===== config.mk =====
export PLATFORM = sky130hd
export DESIGN_NAME = req_pending_tracker
export DESIGN_NICKNAME = d
export VERILOG_FILES = /design/src/rtl/req_pending_tracker.sv
export SDC_FILE = /design/constraint.sdc
export NUM_CORES = 1
export LEC_CHECK = 0
export ABC_CLOCK_PERIOD_IN_PS = 5890
export CAP_MARGIN = 20
export CORE_ASPECT_RATIO = 0.6
export CORE_MARGIN = 8
export CORE_UTILIZATION = 35
export DETAILED_ROUTE_END_ITERATION = 16
export MAX_ROUTING_LAYER = met4
export SLEW_MARGIN = 5
export SYNTH_ARGS = -nofsm -noshare
export SYNTH_HDL_FRONTEND = slang
export SYNTH_SLANG_ARGS = --single-unit

===== constraint.sdc =====
create_clock -name clk -period 5.89 [get_ports clk]
set_clock_uncertainty 0.05 [all_clocks]
set_input_delay 1.178 -clock clk [delete_from_list [all_inputs] [get_ports clk]]
set_output_delay 1.178 -clock clk [all_outputs]
set_load 0.02 [all_outputs]

===== src/rtl/req_pending_tracker.sv =====
// Per-requester pending-request tracker feeding the grant stage.
// Each requester queues pulses as a count, strobes req, then waits for grnt with retry on timeout.
//
// state | meaning
// IDLE  | nothing pending, req low
// ISSUE | req strobe high this cycle, timer restarts
// WAIT  | awaiting grnt, timer counting toward retry
module req_pending_tracker #(
  parameter int MAX_REQ     = 4,
  parameter int CNT_W       = 3,
  parameter int GNT_TIMEOUT = 16
) (
  input  logic                     clk,
  input  logic                     rst,
  input  logic [MAX_REQ-1:0]       req_pulse,
  input  logic [MAX_REQ-1:0]       grnt,
  output logic [MAX_REQ-1:0]       req,
  output logic [MAX_REQ*CNT_W-1:0] pend_cnt,
  output logic [MAX_REQ-1:0]       ovf,
  output logic [MAX_REQ-1:0]       starve,
  output logic [MAX_REQ-1:0]       spur_gnt,
  input  logic                     clr_err
);

  localparam int                 TMR_W    = $clog2(GNT_TIMEOUT);
  localparam logic [CNT_W-1:0]   CNT_MAX  = '1;
  localparam logic [TMR_W-1:0]   TMR_LAST = TMR_W'(GNT_TIMEOUT - 1);

  typedef enum logic [1:0] {IDLE, ISSUE, WAIT} state_t;

  for (genvar i = 0; i < MAX_REQ; i++) begin : g_req
    state_t           state, state_nxt;
    logic [CNT_W-1:0] cnt, cnt_nxt;
    logic [TMR_W-1:0] timer, timer_nxt;
    logic             dec, inc, drop, timeout, spur;
    logic             req_q, req_nxt;
    logic             ovf_q, ovf_nxt;
    logic             starve_q, starve_nxt;
    logic             spur_q, spur_nxt;

    // A grant in the same cycle as a pulse frees a slot, so a full counter still accepts it.
    always_comb begin
      dec     = (state == WAIT) && grnt[i];
      drop    = req_pulse[i] && (cnt == CNT_MAX) && !dec;
      inc     = req_pulse[i] && !drop;
      cnt_nxt = cnt + CNT_W'(inc) - CNT_W'(dec);
      timeout = (state == WAIT) && !grnt[i] && (timer == TMR_LAST);
      spur    = grnt[i] && (state != WAIT);
    end

    always_comb begin
      state_nxt = state;
      timer_nxt = timer;
      case (state)
        IDLE: begin
          if (cnt != '0) state_nxt = ISSUE;
        end
        ISSUE: begin
          timer_nxt = '0;
          state_nxt = WAIT;
        end
        WAIT: begin
          timer_nxt = timer + TMR_W'(1);
          if (grnt[i])              state_nxt = (cnt_nxt != '0) ? ISSUE : IDLE;
          else if (timer == TMR_LAST) state_nxt = ISSUE;
        end
        default: state_nxt = IDLE;
      endcase
    end

    always_comb begin
      req_nxt    = (state_nxt == ISSUE);
      ovf_nxt    = drop    || (ovf_q    && !clr_err);
      starve_nxt = timeout || (starve_q && !clr_err);
      spur_nxt   = spur    || (spur_q   && !clr_err);
    end

    always_ff @(posedge clk) begin
      if (rst) begin
        state    <= IDLE;
        cnt      <= '0;
        timer    <= '0;
        req_q    <= 1'b0;
        ovf_q    <= 1'b0;
        starve_q <= 1'b0;
        spur_q   <= 1'b0;
      end else begin
        state    <= state_nxt;
        cnt      <= cnt_nxt;
        timer    <= timer_nxt;
        req_q    <= req_nxt;
        ovf_q    <= ovf_nxt;
        starve_q <= starve_nxt;
        spur_q   <= spur_nxt;
      end
    end

    assign req[i]                      = req_q;
    assign pend_cnt[i*CNT_W +: CNT_W]  = cnt;
    assign ovf[i]                      = ovf_q;
    assign starve[i]                   = starve_q;
    assign spur_gnt[i]                 = spur_q;
  end

endmodule


Fig. 1: run 1, pin placement
Drawn at 2 px/um. Pins as bars across the die edge, other pins in grey.
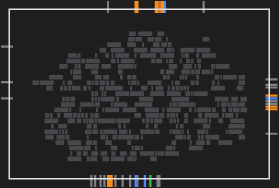
| port | colour | pins | direction | edge |
|---|---|---|---|---|
| `ovf` | blue | 4 | output | 2 bottom, 1 right, 1 top |
| `pend_cnt` | orange | 12 | output | 6 top, 3 right, 3 bottom |
| `clr_err` | green | 1 | input | bottom |
Die Ht: 84.0 um
Chip Width: 129 um
IO buf count: 38

Fig. 2: run 1, placed cells, one colour a class
Drawn at 3 px/um. Fill, decap, tap and diode cells in grey.
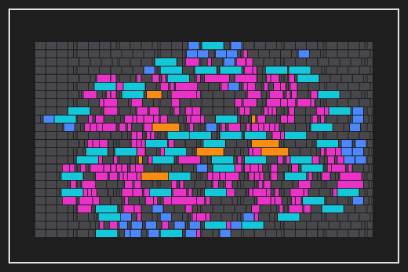
| class | colour | cells |
|---|---|---|
| clock drivers and dummy loads | orange | 8 |
| sequential cells | cyan | 52 |
| combinational and other logic | magenta | 223 |
| remaining buffers and delay cells | blue | 39 |
Final Cell Area: 3210 um2
Final Util: 0.437

==> results.tsv, run 1 <==
metric	value	unit
p_sw_frac	0.342	
holdPathStages	2	
internal-power	868	uW
grtUsageMet3	0.0351	
pwr-share-comb	0.411	
wire_per_inst	13.1	um
place_hpwl	4110	um
grt_pass1_wl	9310	um
cp-startpoint	grnt[1]	
cts_tree	done	
hold_viol	0	
critPathTopFamily	buffers and inverters	
crit_path_end_kind	register	
regArea	1040	um2
setup.worst_path.end	g_req[1].req_q$_SDFF_PP0_	
r2r_start	g_req[2].state[0]$_SDFF_PP0_	
clk-power	289	uW
antenna_found_initial	0	
hold_start	g_req[3].starve_q$_SDFF_PP0_	
ys_seq_elements	52	
path_cells	clkdlybuf4s50_1 -> nand2_1 -> nor2_1 -> o21bai_1 -> ha_1 -> inv_1 -> fa_1 -> xnor3_1 -> nand3b_1 -> a41o_1 -> and2_1	
top_logic_kind	simple AND/OR/NAND/NOR gates	
drc	0	
clk_pin_slew	0.06	ns
path_buffers	2	
critPathKind	primary input to register	
seqPwrFrac	0.370	
design_power_total	1.32	mW
p_seq	488	uW
gr-usage-met1	0.138	
slew_violations	0	
worst_pin_slew	0.559	ns
ys_sh_adder	0.132	
fillers	734	
rsz0062_at_grt	false	
path_max_fanout	4	
cts-htree-levels	2	
top_register	g_req.timer	
rows	24	
power_leader	combinational logic	
dp_cells	418	
status	finished, final reports clean	
cp.required	6.02	ns
synth-edff-count	0	
setup_viol	0	
dr_wl_met2	2350	um
p_leak	1.28	nW
hold_class	register to register	
reg2reg_depth	12	
top_cell_area_share	0.386	
cts.root.buffer_cell	clkbuf_16	
grt_most_used_layer	met2	
crit_path_top_delay_cell	clkdlybuf4s50_1	
first_pass_iters	4	
highest_layer	met4	
synth_area_per_cell	9.07	um2
p_per_area	411	nW/um2
common_cells	dfxtp_1, nor2_1, ha_1	
grt_max_degree	52	
yosysTopAreaCell	dfxtp_1	
chipArea	10900	um2
slew_headroom	0.627	
grt_usage	0.107	
largestRegisters	g_req.timer (16), g_req.cnt (12), g_req.state (8)	
antenna_cells	0	
postRouteAntennaNets	0	
ff_type	dfxtp_1	
drt-initial-drc-count	132	
largest_register_ffs	16	
crit_path_start_kind	primary input	
worstSetupPathDepth	11	
p_clk_frac	0.219	
syn2layout_area_growth	19.2	%
gr-total-overflow	0	
viasPerCell	4.75	
post_cts_buffers	0	
mux_share	0.00836	
syn-instance-count	297	
floorplan.core_util	0.366	
r2r-end	g_req[2].req_q$_SDFF_PP0_	
crit_arrival	3.49	ns
async_reset_ff_frac	0	
fmax	0.298	GHz
synth.most_common_cell	dfxtp_1	
yosysWarnings	0	
fin_nets	358	
wl_met3	285	um
wirelength_met1	2900	um
setup_tns	0	ns
ys_sh_simple	0.225	
max_stage_delay	0.55	ns
max_cap_violations	0	
fin_crit_sh	0.570	
finalNonFillerCells	426	
ys_seq_frac	0.386	
min_to	g_req[3].starve_q$_SDFF_PP0_	
clockBufferDepth	2	
cts_resized	0	
clkSinkCount	52	
setup_slack	2.53	ns
vias	2022	
ys_sh_aoi	0.138	
preCtsSetupSlack	2.22	ns
numCtsBuffers	5	
logic_area	1450	um2
layout-drive-gt1-share	0.0435	
gp_congestion	0.790	
ios	39	
ys_cells	297	
p_sw	451	uW
comb-power	542	uW
xor_area_frac	0.0339	
globalRouteMet2Util	0.158	
postPlaceCellArea	3070	um2
core	7360	um2
synth_cell_type_count	34	
holdWs	0.419	ns
Fig. 3: run 1, the metal 2 layer
Drawn at 3 px/um.
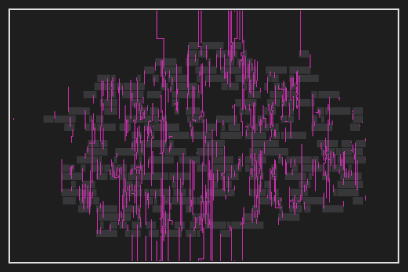
main direction: vertical
wire length on this layer: 2350 um
nets with wire on the layer: 288
longest straight run: 43.7 um
share of all routed wire: 42%

[run 1: cells in the final DEF, fill, tap and decap left out, types with 4 or more instances in the layout]
cell type	n
a22oi_1	8
or4_1	4
a31oi_1	4
clkbuf_16	5
nand2_1	17
fa_1	4
nand3b_1	6
nand3_1	10
o21ai_0	10
ha_1	22
nand2b_1	8
inv_1	17
a21oi_1	16
nor2b_1	10
nor2_1	39
clkdlybuf4s50_1	37
and3_1	8
a32oi_1	4
dfxtp_1	52
nor3b_1	6
nor3_1	4
[run 1: layout make-up]
class                   instances  area share
flip-flops and latches         52       0.324
multi-input cells             206       0.451
clock buffers                   8      0.0456
well taps                     104      0.0405
repair buffers                 39       0.119
inverters                      17      0.0199
Fig. 4: run 1, clock nets
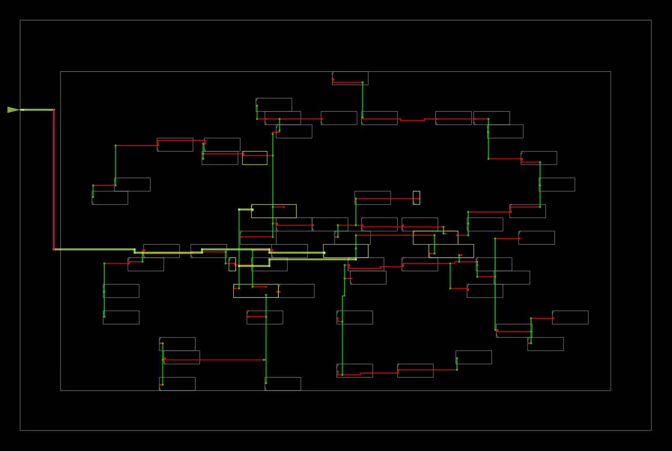

## Run 2: what changed since run 1
ABC_CLOCK_PERIOD_IN_PS = 2700   (was 5890)
clock period = 2.7 ns   (was 5.89 ns; I/O delays follow)
Fig. 5: run 2, clock nets
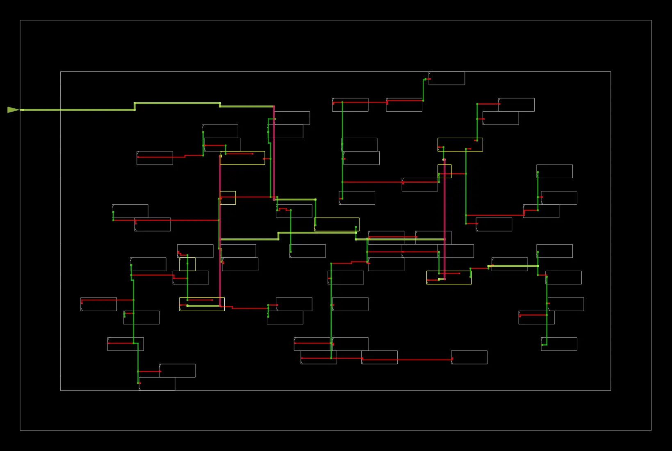
Sink Count: 52
TritonCTS buffer count: 5
clock group power: 658 uW
Clock Latency Late Sink: 0.30 ns

Fig. 6: run 2, the metal 2 layer
Drawn at 3 px/um.
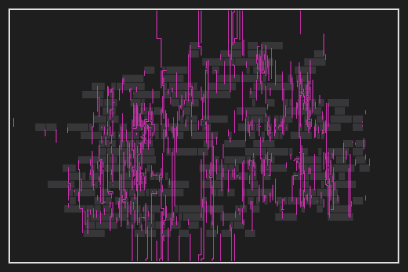
nets with wire on the layer: 301
wire length on this layer: 2450 um
routing usage on met2: 0.163
vias: 2137
WL final: 5810 um

==> results.tsv, run 2 <==
metric	value	unit
crit_path_end_kind	register	
first_pass_iters	4	
fp.dieW	129	um
ys_seq_elements	52	
final_design_area_no_fill	3350	um2
max_cap_violations	0	
max_stage_delay	0.48	ns
tool_warnings	36	
r2r-end	g_req[0].req_q$_SDFF_PP0_	
xor_area_frac	0.0339	
fillers	703	
critPathTopFamily	AND-OR/OR-AND gates	
r2r_slack	0.22	ns
dr_wl_met2	2450	um
crit_path_start_kind	primary input	
syn2layout_area_growth	24.4	%
r2r_start	g_req[0].state[0]$_SDFF_PP0_	
reg2reg_depth	11	
core	7360	um2
crit_arrival	2.76	ns
synth_area_per_cell	9.07	um2
gr-usage-met1	0.148	
slew_headroom	0.665	
holdWs	0.425	ns
numPortBuffers	38	
slew_violations	0	
ios	39	
grt_pass1_vias	1986	
synth.most_common_cell	dfxtp_1	
pwr-share-comb	0.428	
layout_top_cell	dfxtp_1	
cts.root.buffer_cell	clkbuf_16	
p_per_area	895	nW/um2
ir_worst_vdd	0.339	mV
ys_area	2700	um2
ys_cells	297	
async_reset_ff_frac	0	
fin_util	0.456	
wire_per_inst	13.1	um
rows	24	
hold_viol	0	
cts-htree-levels	2	
clk_pin_slew	0.07	ns
crit_path_top_delay_cell	clkdlybuf4s50_1	
place_hpwl	4340	um
postPlaceCellArea	3200	um2
clockBufferDepth	2	
common_cells	dfxtp_1, nor2_1, ha_1	
cp-startpoint	grnt[0]	
dp_cells	436	
cts_tree	done	
setup_slack	0.139	ns
wirelength_met1	2870	um
ys_sh_simple	0.225	
grt_pass1_wl	9740	um
finalNonFillerCells	444	
internal-power	1.94	mW
grt_most_used_layer	met2	
wl_met3	408	um
grt_max_degree	22	
p_sw	1.06	mW
mux_share	0.00836	
chipArea	10900	um2
drt-initial-drc-count	100	
critPathKind	primary input to register	
worst_pin_slew	0.502	ns
syn-instance-count	297	
viasPerCell	4.81	
power_leader	combinational logic	
syn_area	2700	um2
cp.required	2.90	ns
top_logic_kind	simple AND/OR/NAND/NOR gates	
worstSetupPathDepth	10	
floorplan.core_util	0.366	
antenna_found_initial	0	
setup_tns	0	ns
area_leaders	dfxtp_1, ha_1, nor2_1	
grt_usage	0.114	
p_leak	1.36	nW
highest_layer	met4	
p_clk_frac	0.219	
layout-drive-gt1-share	0.103	
drc	0	
largestRegisters	g_req.timer (16), g_req.cnt (12), g_req.state (8)	
ys_sh_aoi	0.138	
final_cell_mix	dfxtp_1, nor2_1, clkdlybuf4s50_1	
path_cells	clkdlybuf4s50_1 -> nand2_1 -> or2_2 -> o21ai_0 -> ha_1 -> fa_1 -> xor3_1 -> a2111o_1 -> o211ai_2 -> and2_1	
fin_crit_sh	0.948	
top_register	g_req.timer	
yosysWarnings	0	
synth-edff-count	0	
status	finished, final reports clean	
postRouteAntennaNets	0	
hold_start	g_req[3].starve_q$_SDFF_PP0_	
p_sw_frac	0.352	
yosysTopAreaCell	dfxtp_1	
floorplan.nets	334	
post_cts_buffers	0	
min_to	g_req[3].starve_q$_SDFF_PP0_	
seqPwrFrac	0.353	
comb-power	1.28	mW
setup_viol	0	
path_max_fanout	3	
top_cell_area_share	0.386	
gr-total-overflow	0	
hold_class	register to register	
path_buffers	1	
ff_type	dfxtp_1	
setup.worst_path.end	g_req[0].req_q$_SDFF_PP0_	
holdPathStages	2	
ys_seq_frac	0.386	
final.min_clock_period	2.56	ns
grtUsageMet3	0.0338	
antenna_cells	0	
rsz0062_at_grt	false	
fmax	0.391	GHz
die_height	84.0	um
cts_hold_buf	0	
ys_sh_adder	0.132	
p_seq	1.06	mW
design_power_total	3.00	mW
fin_nets	376	
synth_cell_type_count	34	
cts_resized	0	
largest_register_ffs	16	
preCtsSetupSlack	-0.183	ns
gp_congestion	0.832	
==> run 2: cell count changes in the layout (fill, tap and decap cells not counted) <==
cell        before  now
inv_6            0    2
ha_1            22   21
buf_4            1   19
clkbuf_1         2    0
clkinvlp_4       0    1
clkbuf_8         1    0
ha_2             0    1
==> run 2: layout make-up <==
class | count | area (um2) | share of cell area
clock buffer | 5 | 125 | 0.0373
clock inverter | 3 | 25.0 | 0.00746
inverter | 17 | 63.8 | 0.0190
multi-input combinational | 206 | 1450 | 0.432
sequential | 52 | 1040 | 0.310
tap | 104 | 130 | 0.0388
timing repair buffer | 57 | 518 | 0.154
==> run 2: logic make-up after synthesis <==
logic type	after synthesis
flip-flops	52
XOR/XNOR	4
buffers and inverters	39
AND-OR/OR-AND	55
multiplexers	2
AND/OR/NAND/NOR	119
adder cells (fa/ha/maj)	26
Power and IR drop assume default switching activity.
